### config.mk
export PLATFORM = sky130hd
export DESIGN_NAME = icache_refill_controller
export DESIGN_NICKNAME = d
export VERILOG_FILES = /design/src/rtl/icache_refill_controller_pkg.sv /design/src/rtl/icache_refill_controller_rr_arbiter_2.sv /design/src/rtl/icache_refill_controller.sv
export SDC_FILE = /design/constraint.sdc
export NUM_CORES = 1
export LEC_CHECK = 0
export CAP_MARGIN = 5
export CORE_ASPECT_RATIO = 1.2
export CORE_MARGIN = 10
export CORE_UTILIZATION = 45
export DETAILED_ROUTE_END_ITERATION = 10
export PLACE_DENSITY = 0.81
export SYNTH_ARGS = -nofsm -noshare
export SYNTH_HDL_FRONTEND = slang
export SYNTH_HIERARCHICAL = 1
export SYNTH_SLANG_ARGS = --single-unit
export TNS_END_PERCENT = 5
### constraint.sdc
create_clock -name i_clock -period 1.97 [get_ports i_clock]
set_input_delay 0.394 -clock i_clock [delete_from_list [all_inputs] [get_ports i_clock]]
set_output_delay 0.394 -clock i_clock [all_outputs]
set_load 0.01 [all_outputs]
### src/rtl/icache_refill_controller_pkg.sv
// icache_refill_controller_pkg: shared refill FSM state encoding
package icache_refill_controller_pkg;
  typedef enum logic [1:0] {IDLE, FETCH, FILL} refill_state_e;
endpackage

### src/rtl/icache_refill_controller_rr_arbiter_2.sv
// rr_arbiter_2: two-requester round-robin grant with a one-bit priority register
//   request : per-port request
//   advance : grant is being taken this cycle, so rotate the priority
//   grant   : one-hot grant (zero when nothing requests)
module rr_arbiter_2 (
  input  logic       i_clock,
  input  logic       i_reset,
  input  logic [1:0] request,
  input  logic       advance,
  output logic [1:0] grant
);
  logic prio;
  assign grant[0] = request[0] & (~request[1] | ~prio);
  assign grant[1] = request[1] & (~request[0] | prio);
  always_ff @(posedge i_clock)
    if (i_reset) prio <= 1'b0;
    else if (advance && |grant) prio <= grant[0];
endmodule

### src/rtl/icache_refill_controller.sv
// icache_refill_controller: two-port instruction cache miss refill sequencer
//   i_miss/i_miss_address : per-port miss level and byte address
//   o_miss_ack            : one-cycle pulse when a port's line is filled
//   o_mem_*/i_mem_*       : word-by-word memory read with ready handshake
//   o_fill_*              : one-cycle line write into the data/tag array
//   o_busy                : controller is not idle
module icache_refill_controller
  import icache_refill_controller_pkg::*;
#(
  parameter int SETS  = 8,
  parameter int WORDS = 4
) (
  input  logic                                        i_clock,
  input  logic                                        i_reset,
  input  logic [1:0]                                  i_miss,
  input  logic [1:0][31:0]                            i_miss_address,
  output logic [1:0]                                  o_miss_ack,
  output logic [31:0]                                 o_mem_address,
  output logic                                        o_mem_read,
  input  logic [31:0]                                 i_mem_data,
  input  logic                                        i_mem_ready,
  output logic                                        o_fill_write,
  output logic [$clog2(SETS)-1:0]                     o_fill_set,
  output logic [32-($clog2(SETS)+$clog2(WORDS)+2)-1:0] o_fill_tag,
  output logic [WORDS*32-1:0]                         o_fill_line,
  output logic                                        o_busy
);
  localparam int SetBits  = $clog2(SETS);
  localparam int WordBits = $clog2(WORDS);
  localparam int LineBits = 32 - WordBits - 2;
  refill_state_e state;
  logic [LineBits-1:0] line;
  logic [WordBits-1:0] count;
  logic [WORDS-1:0][31:0] buffer;
  logic granted;
  logic [1:0] grant;
  logic [1:0][LineBits-1:0] miss_line;
  logic fill;
  logic unused_offset;
  assign miss_line[0] = i_miss_address[0][31:WordBits+2];
  assign miss_line[1] = i_miss_address[1][31:WordBits+2];
  assign unused_offset = ^{i_miss_address[0][WordBits+1:0], i_miss_address[1][WordBits+1:0]};
  rr_arbiter_2 arbiter (
    .i_clock(i_clock),
    .i_reset(i_reset),
    .request(i_miss),
    .advance(state == IDLE),
    .grant(grant)
  );
  always_ff @(posedge i_clock)
    if (i_reset) begin
      state   <= IDLE;
      line    <= '0;
      count   <= '0;
      buffer  <= '0;
      granted <= 1'b0;
    end else begin
      case (state)
        IDLE:
          if (|grant) begin
            line    <= grant[1] ? miss_line[1] : miss_line[0];
            granted <= grant[1];
            count   <= '0;
            state   <= FETCH;
          end
        FETCH:
          if (i_mem_ready) begin
            buffer[count] <= i_mem_data;
            // hold the counter on the last word; it only returns to 0 via IDLE
            count <= (count == WordBits'(WORDS - 1)) ? count : count + WordBits'(1);
            state <= (count == WordBits'(WORDS - 1)) ? FILL : FETCH;
          end
        default: state <= IDLE;
      endcase
    end
  assign fill          = (state == FILL);
  assign o_busy        = (state != IDLE);
  assign o_mem_read    = (state == FETCH);
  assign o_mem_address = o_mem_read ? {line, count, 2'b00} : 32'd0;
  assign o_fill_write  = fill;
  assign o_fill_set    = fill ? line[SetBits-1:0] : '0;
  assign o_fill_tag    = fill ? line[LineBits-1:SetBits] : '0;
  assign o_fill_line   = fill ? buffer : '0;
  // the non-granted port is acked too when it is waiting on the same line
  assign o_miss_ack[0] = fill & (~granted | (i_miss[0] & (miss_line[0] == line)));
  assign o_miss_ack[1] = fill & (granted | (i_miss[1] & (miss_line[1] == line)));
endmodule

==> images/registers.png <==
Bar = 50 µm. Other sequential cells in the stronger gray, the rest of the logic in the fainter gray.
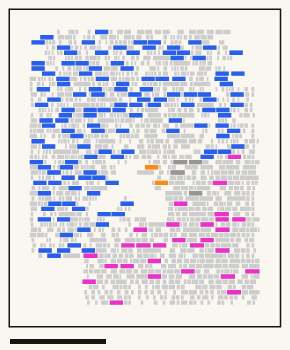
buffer: marked blue, flops 128. line: marked magenta, flops 28. count: marked orange, flops 2.
Another 4 sequential cells are not colored.

==> images/final_congestion.png <==
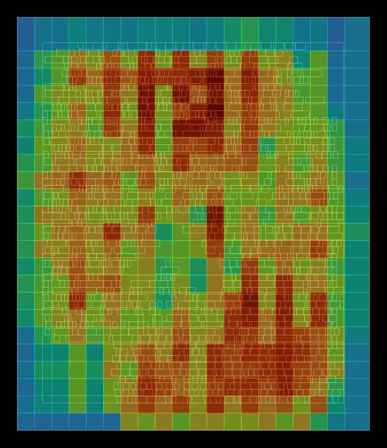
GRT Total Usage: 23.8%
GRT met2 Usage: 40.3%
WL/cell: 19.0 µm
GR Util met1: 27.4%

==> images/gate_families.png <==
Bar = 50 µm.
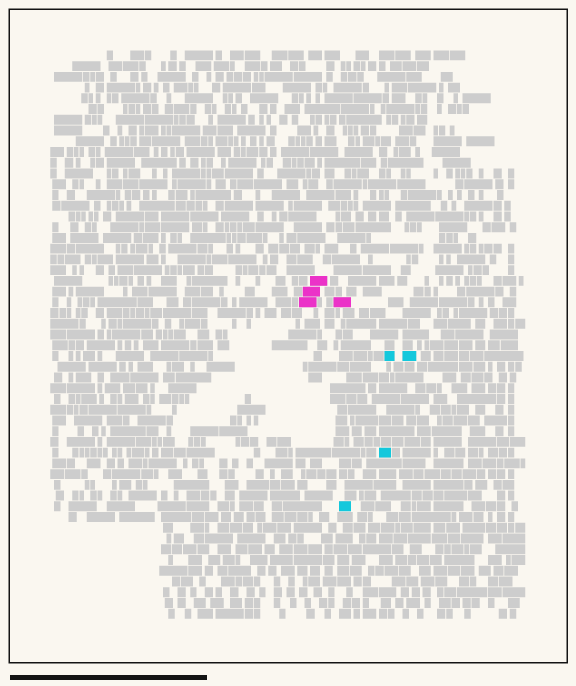
adder and majority cells: marked magenta, cells 4, where center. AND-OR and OR-AND gates: marked cyan, cells 4.

==> images/cell_classes.png <==
Bar = 50 µm.
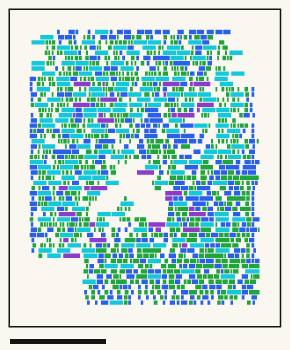
all other logic: marked green, cells 776, share of their area 39%. flip-flops: marked cyan, cells 162, share of their area 28%. other buffers and delay cells: marked blue, cells 378, share of their area 28%. clock drivers and dummy loads: marked purple, cells 32, share of their area 4.6%.

==> images/drive_strength.png <==
Bar = 50 µm.
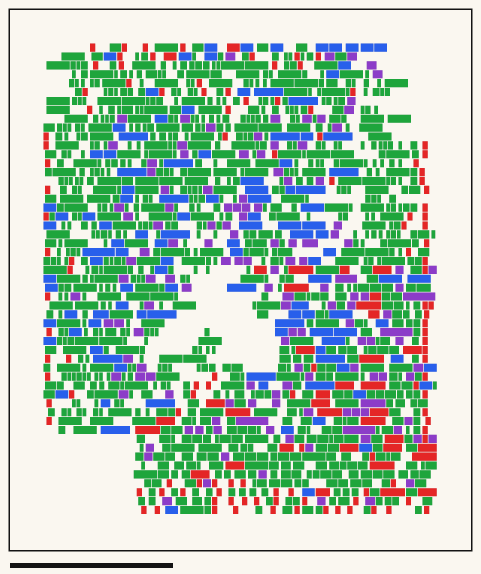
drive 3 to 4: marked purple, cells 137. drive 2: marked red, cells 153. drive 6 and up: marked blue, cells 115. drive 1 or less: marked green, cells 943.

==> impl_metrics.py <==
# Generated from Yosys and OpenROAD reports
metrics = {
    "run_status": {
        "status": "finished, violations left",
        "violations": "setup timing",
    },
    "critical_path": {
        "r2r_slack_ns": 0.12,
        "cp.arrival_ns": 1.83,
        "critPathRequiredTime_ns": 1.58,
        "slowest_stage": "clkdlybuf4s50_1",
        "cp_top_family": "buffers and inverters",
        "critPathBufInv": 2,
        "cp.depth": 6,
        "cp-startpoint": "i_miss_address[6]",
        "path_max_fanout": 2,
        "cpPeakStageDelay_ns": 0.51,
        "worstRegToRegCells": 8,
        "worstSetupEndpointType": "primary output",
        "cp-start-kind": "primary input",
        "cp-endpoint": "o_miss_ack[0]",
    },
    "detailed_routing": {
        "dr_wl_met3_um": 2020,
        "totalWireLength_um": 29800,
        "drtIter0Drc": 499,
        "drt_first_pass_iters": 5,
        "vias_per_cell": 5.16,
        "drt-met1-wl_um": 11800,
        "detail-route-antenna-nets": 0,
        "via_count": 8092,
    },
    "finish": {
        "area_delta_synth_final_pct": 52.1,
        "area_dominant_class": "combinational gates",
        "final_common_cell": "nand2_1",
        "design_area_um2": 12000,
        "final-nonclk-buf-share_pct": 27.5,
        "fillers": 1383,
        "largest_register_ff_count": 128,
        "top_regs": "buffer x128, line x28",
        "flop-count": 162,
        "n_all_inverters": 5,
        "final-clk-cell-share_pct": 4.51,
        "fin_cells": 1569,
        "mostFrequentLayoutCells": "nand2_1 (260), dfxtp_1 (150), and2_1 (139)",
        "comb_cells": 771,
        "layout-drive-gt1-share_pct": 30.0,
        "sh_comb_area_pct": 38.4,
        "nets": 1440,
        "antennaDiodeCount": 1,
        "buffers": 378,
        "clkbuf_count": 20,
    },
    "yosys": {
        "ys_sh_xor_pct": 6.21,
        "synth_seq_share_pct": 41.0,
        "mux_share_pct": 3.82,
        "ys_sh_adder_pct": 0.633,
        "largest_area_cell": "dfxtp_1",
        "ys_sh_simple_pct": 31.2,
        "area_leaders": "dfxtp_1 (41%), and2_1 (15%), nand2_1 (12%)",
        "top_cells_by_count": "nand2_1 (260), and2_1 (186), dfxtp_1 (162)",
        "yosys.area.top_type_share_pct": 41.0,
        "ff_type": "dfxtp_1",
        "yosysWarnings": 6,
        "netlist_instances": 1018,
        "synth-async-reset-ratio_pct": 0,
        "edf_count": 0,
        "synth.most_common_cell": "nand2_1",
        "top_logic_kind": "simple AND/OR/NAND/NOR gates",
        "avgSynthCellArea_um2": 7.76,
        "yosys_area_um2": 7900,
    },
    "timing": {
        "setup_viol": 121,
        "rsz0062_at_grt": "yes",
        "hold_ws_ns": 0.412,
        "relSlewSlack_pct": 57.9,
        "finalHoldViolCount": 0,
        "worst_pin_slew_ns": 0.632,
        "finalCritPeriodShare_pct": 113,
        "timing.final.crit_period_ns": 2.22,
        "drv_slew": 0,
        "fin_tns_setup_ns": -10.35,
        "fmax_mhz": 450,
        "worst_slack_ns": -0.250,
    },
    "placed_design": {
        "post-place-ws_ns": -0.877,
        "globalplace.congestion": 0.847,
        "placement.cell_area_um2": 11300,
        "portBuffers": 283,
        "dp.cells": 1518,
        "dp_hpwl_um": 20500,
    },
    "die": {
        "std_cell_rows": 53,
        "dieArea_um2": 23300,
        "io_pins": 294,
        "core-area_um2": 17400,
        "die_h_um": 165,
        "tap_cells": 220,
    },
    "clock_tree": {
        "htree_levels": 4,
        "cts_setup_buffers": 9,
        "cts_buffers": 17,
        "holdBufCountCts": 0,
        "cts_tree": "built",
        "clockRootBuffer": "clkbuf_16",
        "cts_buffer_depth": 2,
        "clkTransAtPathRegs_ns": 0.07,
    },
    "global_routing": {
        "met3_usage_pct": 6.69,
        "grt-ovfl-total": 0,
        "grt_pass1_wl_um": 44200,
        "antenna_found_initial": 0,
        "busiest_layer": "met2",
        "grt_max_degree": 104,
        "grt_pass1_vias": 8011,
    },
    "pwr": {
        "sequentialPower_mw": 3.51,
        "sequentialPowerShare_pct": 43.8,
        "power_leakage_nw": 5.10,
        "top_power_group": "sequential cells",
        "powerComb_mw": 1.41,
        "p_comb_share_pct": 17.5,
        "ir_drop_mv": 0.559,
        "p_sw_mw": 2.22,
        "p_int_mw": 5.80,
        "p_clk_mw": 3.10,
        "power_density_nw_per_um2": 667,
    },
    "worst_hold_path": {
        "holdPathEnd": "line[9]$_SDFFE_PP0P_",
        "worstHoldStart": "i_miss_address[13]",
    },
    "run": {
        "warnings": 42,
    },
}
Power figures rest on the tool's default switching activity, not on a simulated workload.
